### src/rtl/lvt_port_frontend_pkg.sv
// Shared types and default sizes for the LVT memory request front-end.
package lvt_fe_pkg;

  localparam int unsigned DefAddrWidth = 7;
  localparam int unsigned DefDataWidth = 32;
  localparam int unsigned DefReqDepth  = 4;
  localparam int unsigned DefRespDepth = 4;

  typedef enum logic {GNT_WR, GNT_RD} gnt_e;

  typedef struct packed {
    logic [DefAddrWidth-1:0] addr;
    logic [DefDataWidth-1:0] data;
  } wr_req_t;

  typedef struct packed {
    logic [DefAddrWidth-1:0] addr;
  } rd_req_t;

endpackage

### src/rtl/lvt_port_frontend_if.sv
// Client-side request/response streams of the LVT front-end.
interface lvt_port_frontend_if #(
  parameter int unsigned ADDR_WIDTH = 7,
  parameter int unsigned DATA_WIDTH = 32
) ();

  logic                  w0_valid;
  logic                  w0_ready;
  logic [ADDR_WIDTH-1:0] w0_addr;
  logic [DATA_WIDTH-1:0] w0_data;
  logic                  w1_valid;
  logic                  w1_ready;
  logic [ADDR_WIDTH-1:0] w1_addr;
  logic [DATA_WIDTH-1:0] w1_data;
  logic                  r_valid;
  logic                  r_ready;
  logic [ADDR_WIDTH-1:0] r_addr;
  logic                  resp_valid;
  logic                  resp_ready;
  logic [DATA_WIDTH-1:0] resp_data;

  modport master (
    output w0_valid, w0_addr, w0_data, w1_valid, w1_addr, w1_data, r_valid, r_addr, resp_ready,
    input  w0_ready, w1_ready, r_ready, resp_valid, resp_data
  );

  modport slave (
    input  w0_valid, w0_addr, w0_data, w1_valid, w1_addr, w1_data, r_valid, r_addr, resp_ready,
    output w0_ready, w1_ready, r_ready, resp_valid, resp_data
  );

endinterface

### src/rtl/lvt_port_frontend_fifo.sv
// Synchronous FIFO (lvt_fe_fifo) with wrap-bit pointers; push ignored when full, pop when empty.
module lvt_fe_fifo #(
  parameter  int unsigned Width = 8,
  parameter  int unsigned Depth = 4,
  localparam int unsigned PtrW  = $clog2(Depth)
) (
  input  logic             clk,
  input  logic             rst_n,
  input  logic             push,
  input  logic [Width-1:0] wdata,
  input  logic             pop,
  output logic [Width-1:0] rdata,
  output logic             full,
  output logic             empty,
  output logic [PtrW:0]    count
);

  localparam logic [PtrW:0] PtrOne = 1;

  logic [Width-1:0] mem_q [Depth];
  logic [PtrW:0]    wptr_q, rptr_q;
  logic             do_push, do_pop;

  assign empty   = (wptr_q == rptr_q);
  assign full    = (wptr_q[PtrW] != rptr_q[PtrW]) && (wptr_q[PtrW-1:0] == rptr_q[PtrW-1:0]);
  assign count   = wptr_q - rptr_q;
  assign do_push = push & ~full;
  assign do_pop  = pop & ~empty;
  assign rdata   = mem_q[rptr_q[PtrW-1:0]];

  always_ff @(posedge clk or negedge rst_n) begin
    if (!rst_n) begin
      wptr_q <= '0;
      rptr_q <= '0;
    end else begin
      if (do_push) wptr_q <= wptr_q + PtrOne;
      if (do_pop)  rptr_q <= rptr_q + PtrOne;
    end
  end

  always_ff @(posedge clk) begin
    if (do_push) mem_q[wptr_q[PtrW-1:0]] <= wdata;
  end

endmodule

### src/rtl/lvt_port_frontend.sv
// Buffers two write streams and one read stream and schedules them onto the LVT memory pins.
// Define LVT_FE_COLLISION_SERIALIZE_EN to split same-address dual writes across two grants.
module lvt_port_frontend
  import lvt_fe_pkg::*;
#(
  parameter int unsigned ADDR_WIDTH = DefAddrWidth,
  parameter int unsigned DATA_WIDTH = DefDataWidth,
  parameter int unsigned REQ_DEPTH  = DefReqDepth,
  parameter int unsigned RESP_DEPTH = DefRespDepth
) (
  input  logic                  clk,
  input  logic                  rst_n,
  lvt_port_frontend_if.slave    bus,
  output logic                  wr0_en,
  output logic [ADDR_WIDTH-1:0] wr0_addr,
  output logic [DATA_WIDTH-1:0] wr0_data,
  output logic                  wr1_en,
  output logic [ADDR_WIDTH-1:0] wr1_addr,
  output logic [DATA_WIDTH-1:0] wr1_data,
  output logic                  rd0_en,
  output logic [ADDR_WIDTH-1:0] rd0_addr,
  input  logic [DATA_WIDTH-1:0] rd0_data
);

  localparam int unsigned ReqCntW  = $clog2(REQ_DEPTH) + 1;
  localparam int unsigned RespCntW = $clog2(RESP_DEPTH) + 1;

  typedef struct packed {
    logic [ADDR_WIDTH-1:0] addr;
    logic [DATA_WIDTH-1:0] data;
  } wr_ent_t;

  logic                  init_q, cap_q;
  logic [1:0]            inflight_q, inflight_d;
  gnt_e                  last_gnt_q, last_gnt_d;
  wr_ent_t               w0_head, w1_head;
  logic [ADDR_WIDTH-1:0] r_head;
  logic                  w0_full, w1_full, r_full, resp_full;
  logic                  w0_empty, w1_empty, r_empty, resp_empty;
  logic [ReqCntW-1:0]    w0_cnt, w1_cnt, r_cnt;
  logic [RespCntW-1:0]   resp_cnt;
  logic                  rd_elig, wr_elig, gnt_rd, gnt_wr, pop_w0, pop_w1;
  logic                  unused_sig;

  // Readies stay low until the first edge after reset release.
  assign bus.w0_ready   = init_q & ~w0_full;
  assign bus.w1_ready   = init_q & ~w1_full;
  assign bus.r_ready    = init_q & ~r_full;
  assign bus.resp_valid = ~resp_empty;
  assign unused_sig     = ^{w0_cnt, w1_cnt, r_cnt, resp_full};

  lvt_fe_fifo #(.Width(ADDR_WIDTH + DATA_WIDTH), .Depth(REQ_DEPTH)) u_w0_fifo (
    .clk(clk), .rst_n(rst_n), .push(bus.w0_valid & bus.w0_ready),
    .wdata({bus.w0_addr, bus.w0_data}), .pop(pop_w0), .rdata(w0_head),
    .full(w0_full), .empty(w0_empty), .count(w0_cnt)
  );

  lvt_fe_fifo #(.Width(ADDR_WIDTH + DATA_WIDTH), .Depth(REQ_DEPTH)) u_w1_fifo (
    .clk(clk), .rst_n(rst_n), .push(bus.w1_valid & bus.w1_ready),
    .wdata({bus.w1_addr, bus.w1_data}), .pop(pop_w1), .rdata(w1_head),
    .full(w1_full), .empty(w1_empty), .count(w1_cnt)
  );

  lvt_fe_fifo #(.Width(ADDR_WIDTH), .Depth(REQ_DEPTH)) u_r_fifo (
    .clk(clk), .rst_n(rst_n), .push(bus.r_valid & bus.r_ready),
    .wdata(bus.r_addr), .pop(gnt_rd), .rdata(r_head),
    .full(r_full), .empty(r_empty), .count(r_cnt)
  );

  lvt_fe_fifo #(.Width(DATA_WIDTH), .Depth(RESP_DEPTH)) u_resp_fifo (
    .clk(clk), .rst_n(rst_n), .push(cap_q),
    .wdata(rd0_data), .pop(bus.resp_valid & bus.resp_ready), .rdata(bus.resp_data),
    .full(resp_full), .empty(resp_empty), .count(resp_cnt)
  );

  always_comb begin
    // Reads in flight reserve response slots so capture can never overflow.
    rd_elig    = ~r_empty && ((32'(resp_cnt) + 32'(inflight_q)) < RESP_DEPTH);
    wr_elig    = ~w0_empty | ~w1_empty;
    gnt_rd     = rd_elig && (!wr_elig || last_gnt_q == GNT_WR);
    gnt_wr     = wr_elig && !gnt_rd;
    pop_w0     = gnt_wr & ~w0_empty;
`ifdef LVT_FE_COLLISION_SERIALIZE_EN
    pop_w1     = gnt_wr & ~w1_empty & ~(~w0_empty && (w0_head.addr == w1_head.addr));
`else
    pop_w1     = gnt_wr & ~w1_empty;
`endif
    last_gnt_d = last_gnt_q;
    if (gnt_rd)      last_gnt_d = GNT_RD;
    else if (gnt_wr) last_gnt_d = GNT_WR;
    inflight_d = inflight_q + 2'(gnt_rd) - 2'(cap_q);
  end

  always_ff @(posedge clk or negedge rst_n) begin
    if (!rst_n) begin
      init_q     <= 1'b0;
      cap_q      <= 1'b0;
      inflight_q <= '0;
      last_gnt_q <= GNT_WR;
      wr0_en     <= 1'b0;
      wr0_addr   <= '0;
      wr0_data   <= '0;
      wr1_en     <= 1'b0;
      wr1_addr   <= '0;
      wr1_data   <= '0;
      rd0_en     <= 1'b0;
      rd0_addr   <= '0;
    end else begin
      init_q     <= 1'b1;
      cap_q      <= rd0_en;
      inflight_q <= inflight_d;
      last_gnt_q <= last_gnt_d;
      wr0_en     <= pop_w0;
      wr1_en     <= pop_w1;
      rd0_en     <= gnt_rd;
      if (pop_w0) begin
        wr0_addr <= w0_head.addr;
        wr0_data <= w0_head.data;
      end
      if (pop_w1) begin
        wr1_addr <= w1_head.addr;
        wr1_data <= w1_head.data;
      end
      if (gnt_rd) rd0_addr <= r_head;
    end
  end

endmodule

### src/flat_wrapper.sv
// flat-port wrapper written by rule: the top's interface ports become plain ports
module lvt_port_frontend_flat import lvt_fe_pkg::*;
#(
  parameter int unsigned ADDR_WIDTH = DefAddrWidth,
  parameter int unsigned DATA_WIDTH = DefDataWidth,
  parameter int unsigned REQ_DEPTH  = DefReqDepth,
  parameter int unsigned RESP_DEPTH = DefRespDepth
)
  (clk, rst_n, wr0_en, wr0_addr, wr0_data, wr1_en, wr1_addr, wr1_data, rd0_en, rd0_addr, rd0_data, bus_w0_valid, bus_w0_addr, bus_w0_data, bus_w1_valid, bus_w1_addr, bus_w1_data, bus_r_valid, bus_r_addr, bus_resp_ready, bus_w0_ready, bus_w1_ready, bus_r_ready, bus_resp_valid, bus_resp_data);
  lvt_port_frontend_if #(.ADDR_WIDTH(ADDR_WIDTH), .DATA_WIDTH(DATA_WIDTH)) bus_i ();
  input  logic clk;
  input  logic rst_n;
  output logic wr0_en;
  output logic [ADDR_WIDTH-1:0] wr0_addr;
  output logic [DATA_WIDTH-1:0] wr0_data;
  output logic wr1_en;
  output logic [ADDR_WIDTH-1:0] wr1_addr;
  output logic [DATA_WIDTH-1:0] wr1_data;
  output logic rd0_en;
  output logic [ADDR_WIDTH-1:0] rd0_addr;
  input  logic [DATA_WIDTH-1:0] rd0_data;
  input wire logic [$bits(bus_i.w0_valid)-1:0] bus_w0_valid;
  input wire logic [$bits(bus_i.w0_addr)-1:0] bus_w0_addr;
  input wire logic [$bits(bus_i.w0_data)-1:0] bus_w0_data;
  input wire logic [$bits(bus_i.w1_valid)-1:0] bus_w1_valid;
  input wire logic [$bits(bus_i.w1_addr)-1:0] bus_w1_addr;
  input wire logic [$bits(bus_i.w1_data)-1:0] bus_w1_data;
  input wire logic [$bits(bus_i.r_valid)-1:0] bus_r_valid;
  input wire logic [$bits(bus_i.r_addr)-1:0] bus_r_addr;
  input wire logic [$bits(bus_i.resp_ready)-1:0] bus_resp_ready;
  output wire logic [$bits(bus_i.w0_ready)-1:0] bus_w0_ready;
  output wire logic [$bits(bus_i.w1_ready)-1:0] bus_w1_ready;
  output wire logic [$bits(bus_i.r_ready)-1:0] bus_r_ready;
  output wire logic [$bits(bus_i.resp_valid)-1:0] bus_resp_valid;
  output wire logic [$bits(bus_i.resp_data)-1:0] bus_resp_data;
  assign bus_i.w0_valid = bus_w0_valid;
  assign bus_i.w0_addr = bus_w0_addr;
  assign bus_i.w0_data = bus_w0_data;
  assign bus_i.w1_valid = bus_w1_valid;
  assign bus_i.w1_addr = bus_w1_addr;
  assign bus_i.w1_data = bus_w1_data;
  assign bus_i.r_valid = bus_r_valid;
  assign bus_i.r_addr = bus_r_addr;
  assign bus_i.resp_ready = bus_resp_ready;
  assign bus_w0_ready = bus_i.w0_ready;
  assign bus_w1_ready = bus_i.w1_ready;
  assign bus_r_ready = bus_i.r_ready;
  assign bus_resp_valid = bus_i.resp_valid;
  assign bus_resp_data = bus_i.resp_data;
  lvt_port_frontend #(.ADDR_WIDTH(ADDR_WIDTH), .DATA_WIDTH(DATA_WIDTH), .REQ_DEPTH(REQ_DEPTH), .RESP_DEPTH(RESP_DEPTH)) u_core (.clk(clk), .rst_n(rst_n), .bus(bus_i), .wr0_en(wr0_en), .wr0_addr(wr0_addr), .wr0_data(wr0_data), .wr1_en(wr1_en), .wr1_addr(wr1_addr), .wr1_data(wr1_data), .rd0_en(rd0_en), .rd0_addr(rd0_addr), .rd0_data(rd0_data));
endmodule
### config.mk
export PLATFORM = sky130hd
export DESIGN_NAME = lvt_port_frontend_flat
export DESIGN_NICKNAME = d
export VERILOG_FILES = /design/src/rtl/lvt_port_frontend_pkg.sv /design/src/rtl/lvt_port_frontend_if.sv /design/src/rtl/lvt_port_frontend_fifo.sv /design/src/rtl/lvt_port_frontend.sv /design/src/flat_wrapper.sv
export SDC_FILE = /design/constraint.sdc
export NUM_CORES = 1
export LEC_CHECK = 0
export CAP_MARGIN = 10
export CORE_MARGIN = 2
export CORE_UTILIZATION = 62
export CTS_BUF_LIST = sky130_fd_sc_hd__clkbuf_2
export CTS_CLUSTER_DIAMETER = 200
export DETAILED_ROUTE_END_ITERATION = 12
export PLACE_DENSITY = 0.95
export SLEW_MARGIN = 25
export SYNTH_ARGS = -nofsm -noshare
export SYNTH_HDL_FRONTEND = slang
export SYNTH_SLANG_ARGS = --single-unit
export TNS_END_PERCENT = 1
### constraint.sdc
create_clock -name clk -period 5.1 [get_ports clk]
set_input_delay 1.53 -clock clk [delete_from_list [all_inputs] [get_ports clk]]
set_output_delay 1.53 -clock clk [all_outputs]
set_load 0.03 [all_outputs]
**Run 1: drive-strength map**

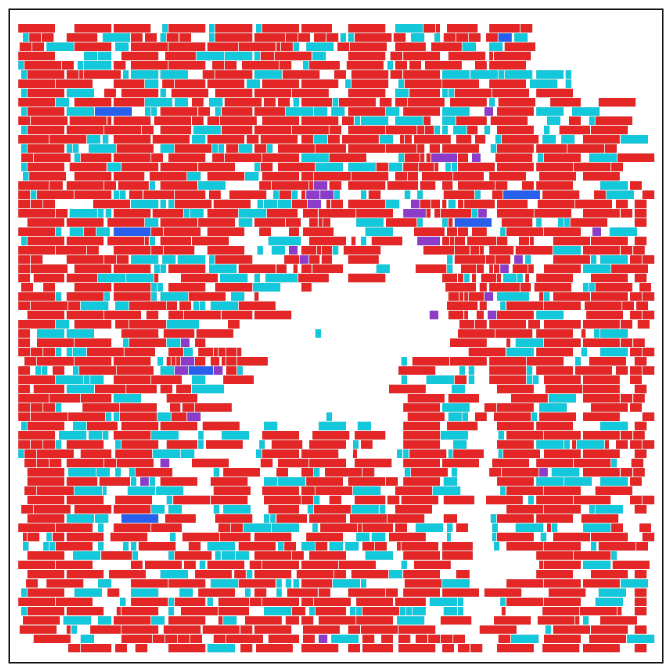
Key: purple = x3 and x4 [cells 28, share 2.0%, most used buf_4]; cyan = x2 [cells 428, share 30%, most used clkbuf_2]; red = x1 and smaller [cells 967, share 68%, most used edfxtp_1]; blue = x6 and larger [cells 7, share 0.49%, most used bufinv_16]

**Run 1: cell classes on the final placement**

The bar under the picture is 50 µm long.
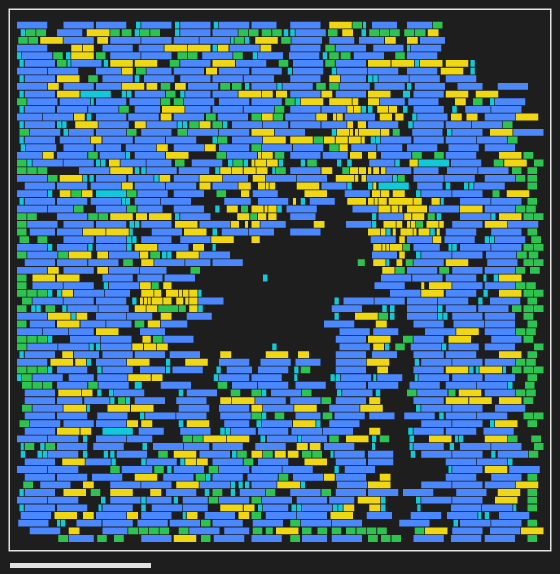
Key: yellow = remaining logic cells [cells 326, share of their area 18%]; cyan = clock drivers and dummy loads [cells 256, share of their area 5.3%]; green = remaining buffers and delay cells [cells 263, share of their area 10%]; blue = registers [cells 585, share of their area 66%]

**Run 1: clock distribution**

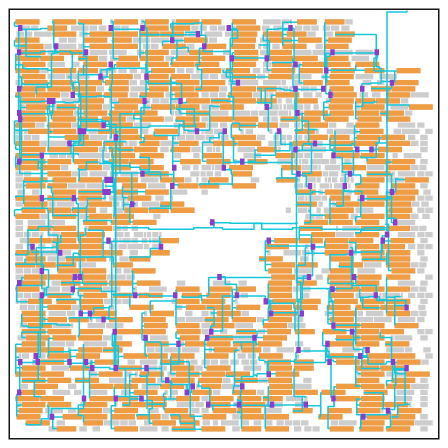
Key: cyan = clock wires [length 6760 µm]; purple = clock-net drivers [count 141]; orange = flip-flops [count 585]
There are 142 routed clock nets. Position of the flops: all over the die.
Skew-Pair Late Insertion Delay: 1120 ps
Clock Power Share: 18.4%
power drawn by the clock network: 3140 µW
worst clock skew: 117 ps

-- run 1: worst reg2reg max path: cells and delay by family (launching register included) --
kind	cells	cell delay (ps)
DFF	1	730
AOI/OAI and AO/OA	2	320
and+or+nand+nor	1	120
adders and majority gates	3	980
muxes	1	460
buffers and inverters	2	570
-- run 1: metrics by stage --
| stage | hold slack [ps] | util [%] | total power, µW | cell area [µm²] | cells |
|---|---|---|---|---|---|
| floorplan | 460 | - | 11900 | 21800 | 949 |
| global placement | 390 | 71.6 | 13700 | 24800 | 1628 |
| detailed placement | 387 | 71.7 | 14100 | 24800 | 1629 |
| CTS | 404 | 75.6 | 17300 | 26200 | 1885 |
| global route | 422 | 75.7 | 17900 | 26200 | 1889 |
| finish | 408 | 75.7 | 17100 | 26200 | 1890 |
==> summary.txt, run 1 <==
Synthesis and place-and-route results.

- The run finished with clean final reports.
- Once the clock tree was built, the resizer swapped 0 gates to a different size.
- The tree built by TritonCTS fans out to 585 sinks.
- The total half-perimeter wirelength after legalization and detailed placement is 26700 µm.
- The critical setup path kind is reg -> out.
- Per the cell usage report, the commonest logic cells after layout are edfxtp_1 (468), clkdlybuf4s50_1 (245), clkbuf_2 (214), mux4_2 (117), dfrtp_1 (112).
- The detail-routed via count per cell is 5.73.
- The number of distinct library cells after synthesis is 33.
- By area, the class that comes first in the final layout consists of sequential cells.
- Summed over all layers, the routed wires come to 44100 µm.
- The cell-mix breakdown from Yosys lists the simple-gate area share as 0.917%.
- The count of non-CTS inverters in the layout is 14.
- The layout clock buffer count is 214.
- The number of global-route vias before repair was 12100.
- In the final routing, the length of wire on met1 measures 16200 µm.
- The cell count in the Yosys report is 949.
- The final timing report derives a shortest allowable period of 4840 ps.
- The logic depth of the worst path, buffers included is 4.
- Setup repair after global routing left no endpoint under its margin.
- The proportion of synthesized chip area in sequential cells is 77.8%.
- The timing report gives the clock slew at the launch and capture registers of the worst setup and hold paths as 100 ps.
- The critical path goes through xor2_1 > nor2_1 > a21boi_0 > clkdlybuf4s50_1.
- Combinational logic is responsible for 41.9% of the overall power.
- The synthesis run identifies the leading combinational cell family as multiplexers.
- The multiplexer share of the synthesized area is 16.8%.
- The layout multi-input combinational cell count is 312.
- The routed length on met2 is 23600 µm.
- Between the synthesized netlist and the finished layout, the area growth was recorded as 20.0%.
- Synthesis handed over a netlist of 949 instances.
- The floorplan core area is 34600 µm².
- TritonCTS created 141 clock buffers.
- The total die size is 36700 µm².
- Before any placement, the netlist area is recorded as 21800 µm².
- In the final design database the tool counted 1466 nets.
- Looking at the clock tree report, the H-tree level count equals 4.
- The worst-case setup margin in the final layout is 257 ps.
- The most heavily used metal layer in global routing is met2.
- The overall global routing resource usage is 24.8%.
- The capturing element of the worst setup path is bus_r_ready.
- Leaving out fill and tap cells, the most frequent cell in the layout is edfxtp_1.
- In the post-synthesis netlist, the biggest area contributors are edfxtp_1 (64%), dfrtp_1 (13%), mux4_2 (12%).
- For this run, the slowest stage of the critical path takes 830 ps.
- The compound-cell area share of the yosys netlist is 0.493%.
- The topmost layer with routed signal wires is met4.
- The leakage power in the latest report is 0.00936 µW.
- The slew at the pin with the worst max-slew slack is 837 ps.
- According to the report, the first pass of detailed routing completed in 5 iterations.
- The slowest cell on the critical path is clkdlybuf4s50_1.
- The analysis attributes to net switching a power of 5990 µW.
- The area taken by flip-flops and latches is 17000 µm².
**Run 1: the metal 1 layer**

Supply wires on this layer in gray. Cells faint in the background.
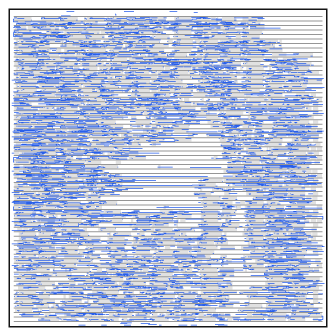

## Run 2: what changed since run 1
- CORE_UTILIZATION: 62 -> 25
- CTS_BUF_LIST: sky130_fd_sc_hd__clkbuf_2 -> sky130_fd_sc_hd__clkbuf_8
- PLACE_DENSITY: 0.95 -> 0.54
**Run 2: the metal 1 layer**

Supply wires on this layer in gray. Cells faint in the background.
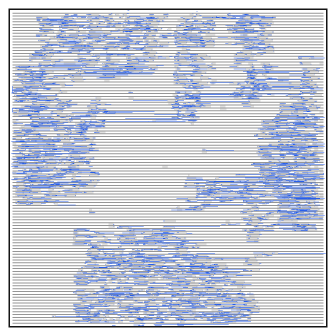
The layer carries 19700 µm of wire. The longest straight run is 81.0 µm. The wires run mostly horizontal.
via total after detailed routing: 10400
met1 track utilization from global routing: 12.7%
routed wire length: 47800 µm

**Run 2: drive-strength map**

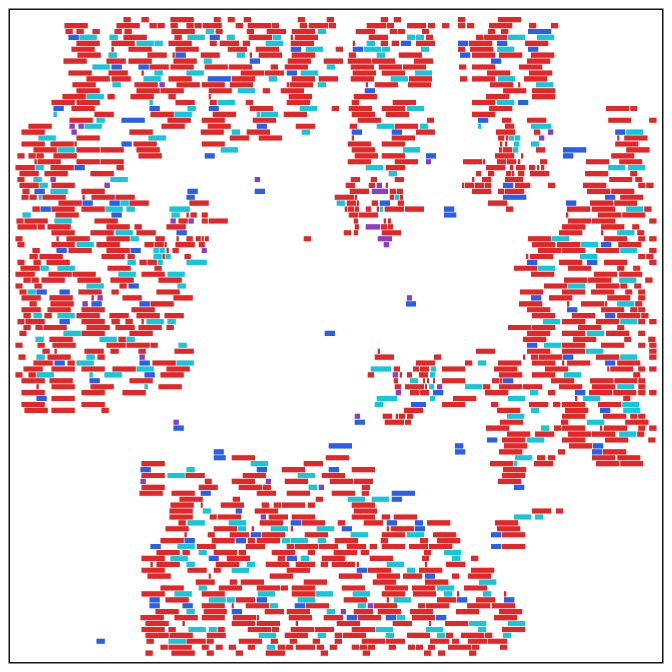
post-route setup slack: 523 ps
number of signal-net buffers in the layout: 270
cell area after layout: 27800 µm²

**Run 2: cell classes on the final placement**

The bar under the picture is 100 µm long.
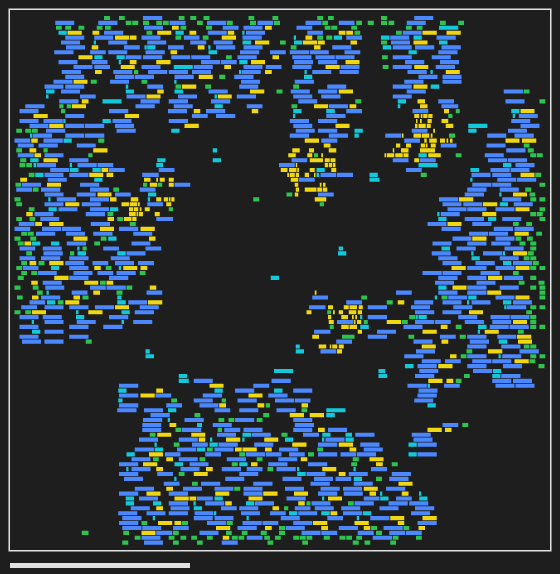
Key: cyan = clock drivers and dummy loads [cells 188, share of their area 7.9%]; blue = registers [cells 585, share of their area 64%]; yellow = remaining logic cells [cells 326, share of their area 18%]; green = remaining buffers and delay cells [cells 270, share of their area 10%]
Placeable Area: 86600 µm²
final core utilization: 32.1%
flop share of the area: 61.1%

==> run 2 against run 1 <==
Wire length up 8.5%. Area after synthesis unchanged. Clock skew down 83 ps. Setup slack better by 270 ps. Combinational power up 2%. Register-to-register slack worse by 270 ps. Critical path type unchanged. Maximum frequency up 5.8%. Non-clock buffer count up 7.
==> summary.txt, run 2 <==
Synthesis and place-and-route results.

- The count of non-CTS inverters in the layout is 14.
- The flow ran to the end, and the final reports show no timing, DRC or antenna violations.
- After detailed routing, the met2 layer carries 23800 µm of wire.
- Per the post-route antenna check, the number of violating nets is 0.
- The worst hold-check slack is 383 ps.
- The number of global-route vias before repair is 11400.
- The number of cells reported by Yosys stat comes to 949.
- The overall global routing resource usage is 10.6%.
- The sink count of the clock tree is 585.
- The instance count of the mapped netlist is 949.
- The net count of the finished layout is 1433.
- On the reported timing paths, the clock transition at the registers reads 70 ps.
- Leaving out fill and tap cells, the most frequent cell in the layout is edfxtp_1.
- The insertion delay at the late pin of the worst-skew pair is 680 ps.
- The part of the total power dissipated in the clock network is 23.5%.
- Looking at the critical path, the single cell with the biggest stage delay is clkdlybuf4s50_1.
- The detailed router put a total of 19700 µm of wire on met1.
- The flow reports that combinational logic draws 39.7% of the design power.
- After detailed routing, the number of vias per cell comes to 4.10.
- Excluding fillers, the count of instances in the completed layout stands at 2525.
- The critical path goes through xor2_1 > nor2_1 > a21boi_0 > clkdlybuf4s50_1.
- met2 is the most crowded layer.
- In this run, the synthesized area fraction spent on and/or/nand/nor cells is recorded as 0.917%.
- The layout clock buffer count is 109.
- The critical setup path kind is reg -> out.
- The cell class ranked first by area is sequential cells.
- The multiplexer share of the synthesized area is 16.8%.
- The proportion of synthesized chip area in sequential cells is 77.8%.
- The layout multi-input combinational cell count is 312.
- After synthesis the cells add up to 21800 µm².
- The area overhead of the layout relative to synthesis is 27.4%.
- The standby leakage power is 0.00953 µW.
- The clock H-tree reported by CTS has 3 levels.
- Among the non-sequential cells, multiplexers take the most area.
- The post-placement cell count is 2336.
- Ranked by total cell area, the synthesized netlist is headed by edfxtp_1 (64%), dfrtp_1 (13%), mux4_2 (12%).
- The number of optimization iterations in the first detailed-route pass is 4.
- The final critical-path required period is 4580 ps.
- In this run the top signal layer used is met5.
- In this run the power spent charging and discharging nets is 6200 µW.
- Looking at the max-slew report, the worst-margin pin has a slew of 968 ps.
-- run 2: cell counts after synthesis --
Identical to the previous run, type by type.
-- run 2: stage by stage --
step | area [µm²] | setup WS [ps] | total power [µW]
after global routing | 27800 | 163 | 19400
after global placement | 25700 | 1180 | 14200
after floorplan | 21800 | 1870 | 11900
after CTS | 27800 | 362 | 18700
after detailed placement | 25700 | 1190 | 14300
final | 27800 | 523 | 18300
-- run 2: critical path, delay by kind of cell, from the launching register on --
kind            cells  cell delay [ps]
buf+inv             1              940
flops               1              600
compound gates      1              460
xor+xnor            1              280
simple gates        1               80
-- run 2: power by group through the flow --
stage	sequential [µW]	combinational (µW)	clock (µW)
after floorplan	7390	4500	0
final	6720	7270	4300
after detailed placement	6820	7480	0
after global routing	6830	7840	4710
after global placement	6780	7390	0
after CTS	6740	7500	4500
**Run 2: clock distribution**

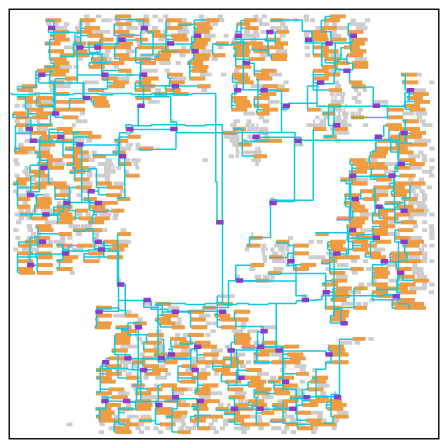

## Run 3: what changed since run 2
- CORE_MARGIN: 2 -> 1.5
**Run 3: clock distribution**

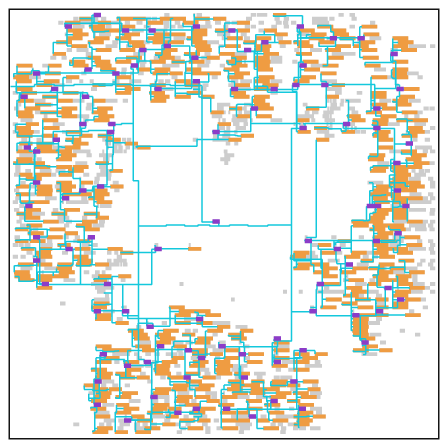
Key: purple = clock-net drivers [count 101]; cyan = clock wires [length 8000 µm]; orange = flip-flops [count 585]
Position of the flops: all over the die. There are 102 routed clock nets.
worst clock skew: 32.4 ps
Skew-Pair Late Insertion Delay: 680 ps
power drawn by the clock network: 4410 µW
Clock Power Share: 24.0%

**Run 3: the metal 1 layer**

Supply wires on this layer in gray. Cells faint in the background.
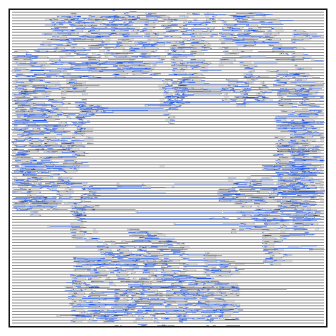
1317 nets have wire on it. The layer carries 19500 µm of wire. The longest straight run is 140 µm.
met1 track utilization from global routing: 12.9%
via total after detailed routing: 10300
routed wire length: 47700 µm

==> run 3 against run 2 <==
Hold slack gained 24 ps. Sequential power is essentially flat. Clock power grew 3%. Flip-flop count is the same. Sequential share of layout area shrank 0.090 points. Utilization grew 0.055 points. Critical path depth shrank 1. Largest power group unchanged.
==> summary.txt, run 3 <==
Synthesis and place-and-route results.

- The H-tree depth reported by CTS is 3.
- Synthesis produced a netlist whose cell count is 949.
- The cell class ranked first by area is sequential cells.
- Hold is met by 407 ps.
- Setup repair after global routing left no endpoint under its margin.
- Total power for the finished layout comes to 18300 µW.
- The worst slack after detailed placement is 1090 ps.
- The topmost layer with routed signal wires is met5.
- Among logic cells in the layout, the one with the most instances is edfxtp_1.
- The number of global-route vias before repair was 11700.
- The flow ran to the end, and the final reports show no timing, DRC or antenna violations.
- The sink count of the clock tree is 585.
- The clock input transition at the sequential cells of the worst setup and hold paths is 60 ps.
- The script logs the ratio of routed vias to standard cells as 4.09.
- Once the floorplan was initialized, standard cells occupied 25.2% of the core.
- The critical setup path kind is reg -> out.
- The share of cell area taken by flip-flops and latches is 61.0%.
- The capture point of the critical path was reported as bus_resp_data[6].
- The sequential cells in the finished layout cover a total of 17000 µm².
- The count of non-CTS inverters in the layout is 14.
- The mapped netlist covers 21800 µm².
- The main area contributors are edfxtp_1 (64%), dfrtp_1 (13%), mux4_2 (12%).
- After synthesis, the design contains 949 cells according to Yosys.
- After detailed routing, the wire length on met1 is 19500 µm.
- According to the dpl log, the detail-placed design has an HPWL of 29200 µm.
- The layout multi-input combinational cell count is 312.
- After layout, the buffer instance count without clock buffers stands at 269.
- Sequential elements use 77.8% of the synthesized area.
- The count of placed standard cells in the final layout, fillers left out is 2524.
- The finished layout reports a core utilization of 32.2%.
- Wire segments on met2 add up to 23800 µm in the final route.
- Per the GRT log, the top usage layer is met2.
- The net count of the finished layout is 1432.
- Per the OpenROAD floorplan log, the area of the die is 89100 µm².
- The layout clock buffer count is 116.
- The number of distinct library cells after synthesis is 33.
- The slew at the pin with the worst max-slew slack is 922 ps.
- The post-placement cell count is 2335.
- For the completed layout, the total cell area is recorded as 27900 µm².
**Run 3: drive-strength map**

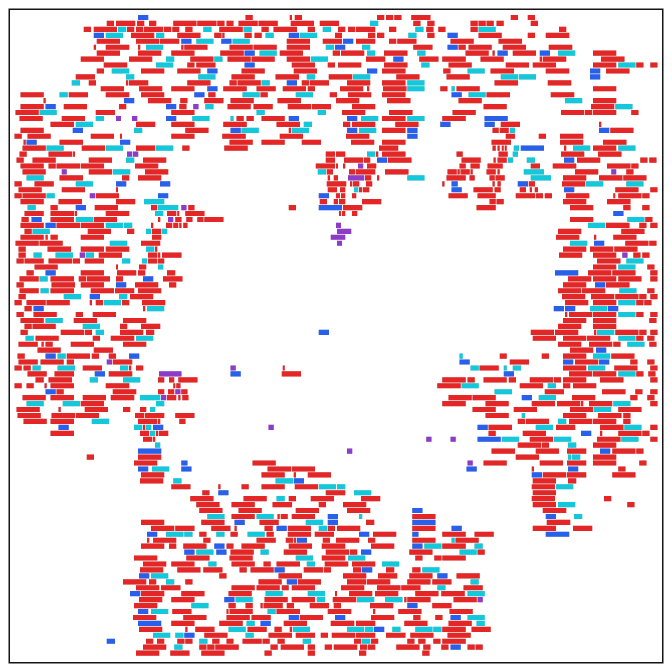
Key: blue = x6 and larger [cells 129, share 9.4%, most used clkbuf_8]; purple = x3 and x4 [cells 29, share 2.1%, most used buf_4]; red = x1 and smaller [cells 983, share 72%, most used edfxtp_1]; cyan = x2 [cells 226, share 17%, most used mux4_2]
post-route setup slack: 476 ps
P&R area growth vs syn: 27.6%

run 3: cell counts after synthesis:
No cell type changed its count.
run 3: where the power goes:
group | switching, µW | internal [µW]
clock network | 1880 | 2530
logic | 3750 | 3430
registers | 475 | 6270
total | 6100 | 12200
run 3: cell families (layout without fill, tap and decap cells):
kind of cell,count (synthesis),in the layout,share of synthesized area (%)
AOI/OAI and AO/OA,10,10,0.493
xor gates and xnor gates,29,29,1.23
adders and majority gates,26,26,1.52
buffers and inverters,52,470,1.25
DFF,585,585,77.8
muxes,209,209,16.8
other,1,3,0.0172
and+or+nand+nor,37,37,0.917
run 3: worst max-delay path, stage by stage, from the launching register on:
cell	delay [ps]
dfrtp_2	820
buf_4	430
mux4_2	560
clkdlybuf4s50_1	600
Power and IR drop assume default switching activity.
